`src/rtl/instruction_fetch_pkg.sv`:
```
// Purpose : shared definitions for the instruction fetch unit and the control unit.
// Contents: fetch FSM state encoding, PC increment constant, 7-bit RV opcode constants.
// Config  : none here; IF_MISALIGN_CHECK_EN is consumed by instruction_fetch and pc_next.
package instruction_fetch_pkg;

  typedef enum logic [1:0] {
    IDLE  = 2'd0,
    FETCH = 2'd1,
    HOLD  = 2'd2,
    HALT  = 2'd3
  } if_state_t;

  localparam int PC_INCR = 4;

  localparam logic [6:0] OPC_LOAD   = 7'b0000011;
  localparam logic [6:0] OPC_OP_IMM = 7'b0010011;
  localparam logic [6:0] OPC_AUIPC  = 7'b0010111;
  localparam logic [6:0] OPC_STORE  = 7'b0100011;
  localparam logic [6:0] OPC_OP     = 7'b0110011;
  localparam logic [6:0] OPC_LUI    = 7'b0110111;
  localparam logic [6:0] OPC_BRANCH = 7'b1100011;
  localparam logic [6:0] OPC_JALR   = 7'b1100111;
  localparam logic [6:0] OPC_JAL    = 7'b1101111;

endpackage

```
`src/rtl/instruction_fetch_pc_next.sv`:
```
// Purpose : next-PC selection (pc+4 or redirect) with target alignment handling.
// Latency : purely combinational.
// Ports   : pc, pc_src, branch_target in; next_pc, target_misaligned out.
// Config  : IF_MISALIGN_CHECK_EN -> misaligned redirect is reported and pc kept;
//           otherwise the low two target bits are cleared.
import instruction_fetch_pkg::*;

module pc_next #(
  parameter int WORDSIZE = 64
) (
  input  logic [WORDSIZE-1:0] pc,
  input  logic                pc_src,
  input  logic [WORDSIZE-1:0] branch_target,
  output logic [WORDSIZE-1:0] next_pc,
  output logic                target_misaligned
);

  logic [WORDSIZE-1:0] incr_pc;

  // Plain modular add: wrap past the top of the address space is silent.
  assign incr_pc = pc + WORDSIZE'(PC_INCR);

`ifdef IF_MISALIGN_CHECK_EN
  always_comb begin
    target_misaligned = 1'b0;
    next_pc           = incr_pc;
    if (pc_src) begin
      if (branch_target[1:0] != 2'b00) begin
        // Trap: keep the PC pointing at the offending instruction.
        target_misaligned = 1'b1;
        next_pc           = pc;
      end else begin
        next_pc = branch_target;
      end
    end
  end
`else
  assign target_misaligned = 1'b0;
  assign next_pc = pc_src ? (branch_target & ~WORDSIZE'(3)) : incr_pc;
`endif

endmodule

```
`src/rtl/instruction_fetch.sv`:
```
// Purpose : fetches one instruction at a time and holds it until the control unit finishes it.
// Latency : instruction valid one cycle after imem_ack; imem_req held until acked.
// Ports   : clk/reset; imem_req/imem_addr/imem_ack/imem_rdata memory side;
//           finished/pc_src/branch_target from control; instruction/opcode/pc/
//           instr_valid/instret/misaligned out.
// Config  : IF_MISALIGN_CHECK_EN enables the misaligned-redirect trap (HALT state).
import instruction_fetch_pkg::*;

module instruction_fetch #(
  parameter int                   WORDSIZE         = 64,
  parameter int                   INSTRUCTION_SIZE = 32,
  parameter logic [WORDSIZE-1:0]  RESET_PC         = '0
) (
  input  logic                        clk,
  input  logic                        reset,
  output logic                        imem_req,
  output logic [WORDSIZE-1:0]         imem_addr,
  input  logic                        imem_ack,
  input  logic [INSTRUCTION_SIZE-1:0] imem_rdata,
  input  logic                        finished,
  input  logic                        pc_src,
  input  logic [WORDSIZE-1:0]         branch_target,
  output logic [INSTRUCTION_SIZE-1:0] instruction,
  output logic [6:0]                  opcode,
  output logic [WORDSIZE-1:0]         pc,
  output logic                        instr_valid,
  output logic [WORDSIZE-1:0]         instret,
  output logic                        misaligned
);

  if_state_t           state_q, state_d;
  logic [WORDSIZE-1:0] next_pc;
  logic                target_misaligned;
  logic                fetch_done;
  logic                retire;

  pc_next #(.WORDSIZE(WORDSIZE)) u_pc_next (
    .pc                (pc),
    .pc_src            (pc_src),
    .branch_target     (branch_target),
    .next_pc           (next_pc),
    .target_misaligned (target_misaligned)
  );

  // Handshakes only count in their own state; stray pulses elsewhere are dropped.
  assign fetch_done = (state_q == FETCH) && imem_ack;
  assign retire     = (state_q == HOLD) && finished;

  always_comb begin
    state_d = state_q;
    case (state_q)
      IDLE:  state_d = FETCH;
      FETCH: if (imem_ack) state_d = HOLD;
      HOLD:  if (finished) state_d = target_misaligned ? HALT : FETCH;
      HALT:  state_d = HALT;
      default: state_d = IDLE;
    endcase
  end

  always_ff @(posedge clk) begin
    if (reset) begin
      state_q     <= IDLE;
      pc          <= RESET_PC;
      instruction <= '0;
      instret     <= '0;
    end else begin
      state_q <= state_d;
      if (fetch_done) instruction <= imem_rdata;
      if (retire) begin
        pc      <= next_pc;
        instret <= instret + WORDSIZE'(1);
      end
    end
  end

`ifdef IF_MISALIGN_CHECK_EN
  always_ff @(posedge clk) begin
    if (reset)                               misaligned <= 1'b0;
    else if (retire && target_misaligned)    misaligned <= 1'b1;
  end
`else
  assign misaligned = 1'b0;
`endif

  assign imem_req    = (state_q == FETCH);
  assign imem_addr   = pc;
  // HOLD is entered exactly on the cycle after the ack, so validity follows state.
  assign instr_valid = (state_q == HOLD);
  assign opcode      = instruction[6:0];

endmodule

```
`config.mk`:
```
export PLATFORM = sky130hd
export DESIGN_NAME = instruction_fetch
export DESIGN_NICKNAME = d
export VERILOG_FILES = /design/src/rtl/instruction_fetch_pkg.sv /design/src/rtl/instruction_fetch_pc_next.sv /design/src/rtl/instruction_fetch.sv
export SDC_FILE = /design/constraint.sdc
export NUM_CORES = 1
export LEC_CHECK = 0
export CAP_MARGIN = 30
export CELL_PAD_IN_SITES_DETAIL_PLACEMENT = 0
export CELL_PAD_IN_SITES_GLOBAL_PLACEMENT = 1
export CORE_MARGIN = 3
export CORE_UTILIZATION = 32
export DETAILED_ROUTE_END_ITERATION = 8
export GPL_ROUTABILITY_DRIVEN = 0
export HOLD_SLACK_MARGIN = 0.06
export PLACE_DENSITY = 0.85
export SLEW_MARGIN = 20
export SYNTH_ARGS = -nofsm -noshare
export SYNTH_HDL_FRONTEND = slang
export SYNTH_SLANG_ARGS = --single-unit
```
`constraint.sdc`:
```
create_clock -name clk -period 2.8 [get_ports clk]
set_clock_uncertainty 0.1 [all_clocks]
set_input_delay 0.7 -clock clk [delete_from_list [all_inputs] [get_ports clk]]
set_output_delay 0.7 -clock clk [all_outputs]
set_load 0.005 [all_outputs]
```
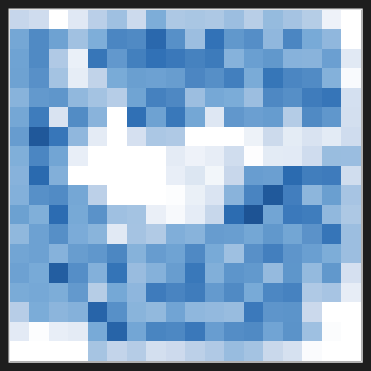
*Placement density heat map*
Drawn at 2 px/um. The die is cut into 18 by 18 equal tiles; white is low, dark blue is high, 0 to 100% covered.
emptiest ninth of the die: center
mean over tiles: 42%
fullest tile: 86%
effective utilization at floorplan: 32.8%
Std-Cell Core Area: 28100 sq um

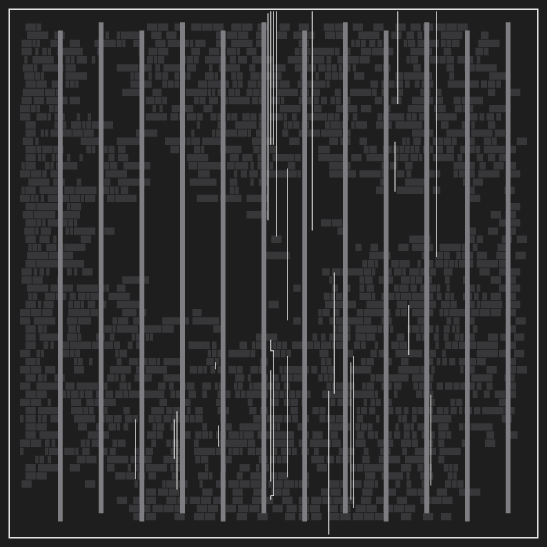
*Signal wires on met4*
Drawn at 3 px/um. Supply wires on this layer in gray.
main direction: vertical
share of all routed wire: 2.7%
longest straight run: 81.6 um
nets with wire on the layer: 21
overall via count from detail_route: 10400
Post-Route WL: 34100 um

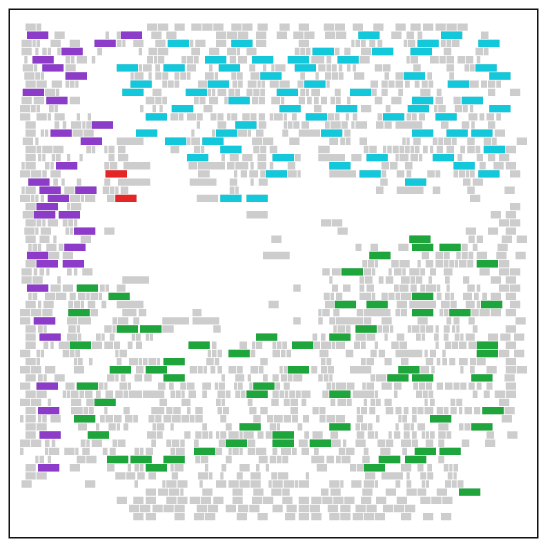
*Where the registers sit*
Drawn at 3 px/um. Other cells in gray.
| color | signal | placed flops |
|---|---|---|
| red | state_q | 2 |
| purple | instruction | 32 |
| cyan | instret | 64 |
| green | imem_addr | 62 |
FF/Latch Area: 3200 sq um
power consumed by sequential cells: 2.37 mW

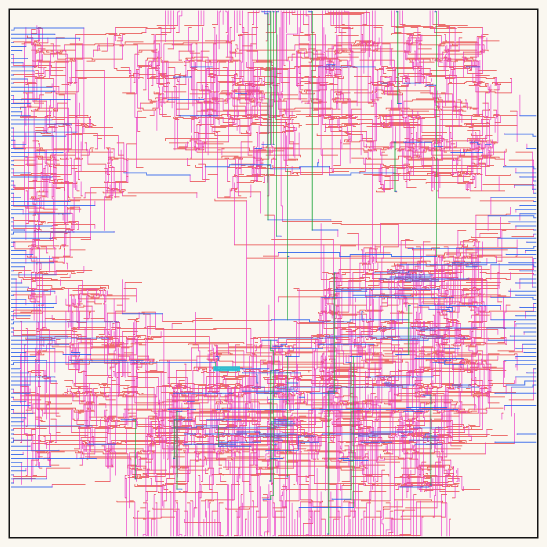
*Signal wires by layer*
Drawn at 3 px/um.
| color | layer | wire length |
|---|---|---|
| red | metal 1 | 14300 um |
| magenta | metal 2 | 15800 um |
| green | metal 4 | 912 um |
| cyan | metal 5 | 7.40 um |
| blue | metal 3 | 3080 um |
average routed wire per standard cell: 18.2 um
GR Util All Layers: 21.4%

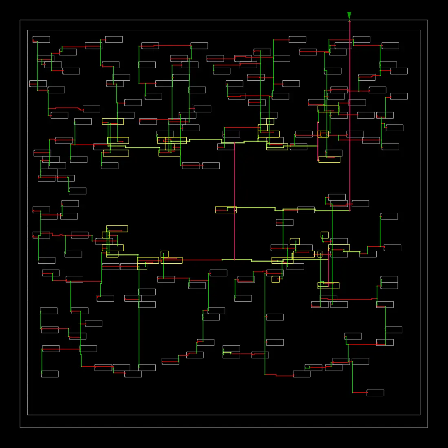
*Clock nets*
clock network power consumption: 2.39 mW
clock buffers created by TritonCTS: 17
registers: 160
insertion delay to the later sink of the worst-skew pair: 0.43 ns

==> notes.org <==
* Implementation run

** Finish
- Fill cells in the final layout number 2796.
- Most common cell after layout, fill and taps aside :: clkdlybuf4s50_1
- Layout Utilization :: ~47%
- After the last flow step, the layout net total stands at between 1500 and 2000.
- With fillers left out, the area of the finished cells amounts to roughly 13000 sq um.
- Area overhead of the layout relative to synthesis :: 44.7%
- The number of antenna diodes in the final layout is 1.
- The layout report gives the multi-input gate share of total cell area as approximately 38%.
- Per the layout report, the design carries 19 clock buffers.
- Repair and plain buffers :: between 400 and 500
- The biggest slice of the area belongs to logic gates.
- Clock network area share :: 4.38%
- Ratio of cells with drive above 1 in the final layout :: between 8 and 9%
- The count of cells in the finished layout, fillers not included, comes to between 1500 and 2000.
- Number of multi-input logic gates :: just under 900

** Worst setup path
- Kind of launch point of the worst setup path :: flip-flop
- Reg2Reg Depth :: 5
- At the worst endpoint, the arrival time is approximately 2.8 ns.
- Req. time, crit path :: between 3 and 4 ns
- Per the timing report, the biggest fanout along the worst path comes to 9.

** Logic synthesis
- Fraction of the yosys area taken by sequential cells :: between 30% and 40%
- The synthesis report gives the async set-or-reset register share as 0%.
- The synthesis stat section lists a flop and latch total of 160.
- Among all flip-flop cells after synthesis, the most frequent one is dfxtp_1.
- Instance count of the mapped netlist :: 1223
- Post-synthesis cell type count :: a little over 60
- The synthesized design spends more area on one cell type than any other, namely dfxtp_1.
- Chip area estimate from yosys synthesis :: between 9000 and 10000 sq um
- Cell Area, Synth :: roughly 9200 sq um
- Biggest area cells :: dfxtp_1 (35%), a21oi_1 (6.5%), nand2_1 (6.4%)
- The synthesized design contains 0 enable-type register cells.
- Mapped Avg Cell Area :: 7.53 sq um
- Yosys Instances :: approximately 1200

** Power and ir drop
- The flow reports that sequential cells draw 44.5% of the design power.
- The flow reported a cell area power density of ~400 nW/um^2.
- Power attributed to combinational cells :: 0.575 mW
- Logic pwr share :: 10.8%
- Switch Pwr :: approximately 1.4 mW
- The power report lists cell-internal power as 3.93 mW.
- The share of total power dissipated in the clock network is between 40% and 50%.
- Of all power groups, the one with the highest power is the clock network.
- In this run the VDD rail shows a maximum IR drop of 298 uV.

** Placement
- Per the placement report, the placed cell count is 1847.
- Pre-CTS worst setup slack :: -0.0623 ns
- Buffers placed on the I/O ports in this run total 327.

** Final timing
- Final hold viol count :: 0
- The final layout reports a setup TNS of 0 ns.
- Number of pins exceeding their max-slew limit in the final report :: 0
- The final timing report derives a shortest allowable period of approximately 2.6 ns.
- The worst pin sits at a relative slew slack of 51.9%.
- The final timing report counts setup violations totalling 0.
- Final setup slack of the worst path :: ~0.21 ns
- Tcrit/Tclk final :: a little over 90%
- For this run, the top clock speed supported by timing is 0.386 GHz.

** Die
- The die is 176 um wide.
- For reference, the placement row count at floorplan is about 60.
- Pin placement for this block handled about 340 I/O pins.
- Number of well taps :: approximately 380

** Global routing
- The first global-routing pass estimated between 50000 and 60000 um of wire.
- Number of antenna violations at the first check in global routing :: 2
- The number of global-route vias before repair came to a little under 10000.
- Entering global routing, the biggest net connects approximately 88 pins.
- The global route stage reports its total congestion overflow as 0.

** Worst hold path
- Hold analysis shows the worst path with a depth of 2.

** Clocking
- Cell at the root of the clock tree :: clkbuf_16
- Post-CTS timing repair inserted 0 buffers for setup.
- No sink is reached through more buffers than the 2 on the longest clock path.
- CTS clock-pin slew for the worst setup and hold paths :: around 0.080 ns
- Sinks on the clock net :: 160
- Buffers inserted to repair hold after CTS numbered 0.
- The report lists the number of cells resized after CTS as 0.
- TritonCTS built the clock tree.

** Route
- In this run the remaining antenna-violating nets after routing total 0.
- DRT iter0 DRCs :: between 700 and 800

** Flow run
- Tool Warnings :: 28
- Per the run summary, max-cap violations total 0.

** Status
- Status :: completed
==> registers in the layout, summed over array words and instances (netlist names) <==
signal and flops:
state_q 2, instret 64, imem_addr 62, instruction 32
==> cell usage after synthesis (7+ instances only) <==
library cell	number
and3_1	26
nor2_1	72
a211oi_1	11
nand2_1	158
or4_1	36
dfxtp_1	160
or3_1	23
a31oi_1	19
nand3_1	65
nor3_1	35
o21ai_0	42
nand4_1	53
mux2i_1	8
o211ai_1	7
o31ai_1	31
xor2_1	8
and4_1	17
a22oi_1	9
a21oi_1	120
xnor2_1	18
clkbuf_1	79
nor4_1	34
a32o_1	8
buf_4	74
a21o_1	8
inv_1	21
==> critical path, stage by stage, from the launching register on <==
cell and delay [ns]:
dfxtp_1 0.43, nand4_2 0.20, or4_4 0.57, or4_1 0.57, or4_1 0.51, a21oi_1 0.15
==> metal layers <==
layer | share of wire (%) | wire [um] | vias up | GRT usage, %
met4 | 2.7 | 912 | 2 | 6.76
met2 | 46 | 15800 | 484 | 34.7
met3 | 9.0 | 3080 | 50 | 5.92
met5 | 0.021 | 7 | - | 0
met1 | 42 | 14300 | 4886 | 27.6
li1 | - | - | 4989 | -
==> logic make-up after synthesis <==
family | count (synthesis) | share of synthesized area [%]
muxes | 8 | 0.869
DFF | 160 | 34.8
adders and majority gates | 2 | 0.272
buffers and inverters | 184 | 10.6
and+or+nand+nor | 547 | 30.9
other | 1 | 0.0407
xor gates and xnor gates | 26 | 2.47
AOI/OAI and AO/OA | 295 | 20.1
==> worst paths after layout <==
| check | startpoint | to | slack, ns |
|---|---|---|---|
| min | instruction[20] | instruction[20] | 0.35 |
| min reg2reg | instruction[20] | instruction[20] | 0.35 |
| max | instret[29] | instret[63] | 0.21 |
| max reg2reg | instret[29] | instret[63] | 0.21 |
Power and IR drop assume default switching activity.
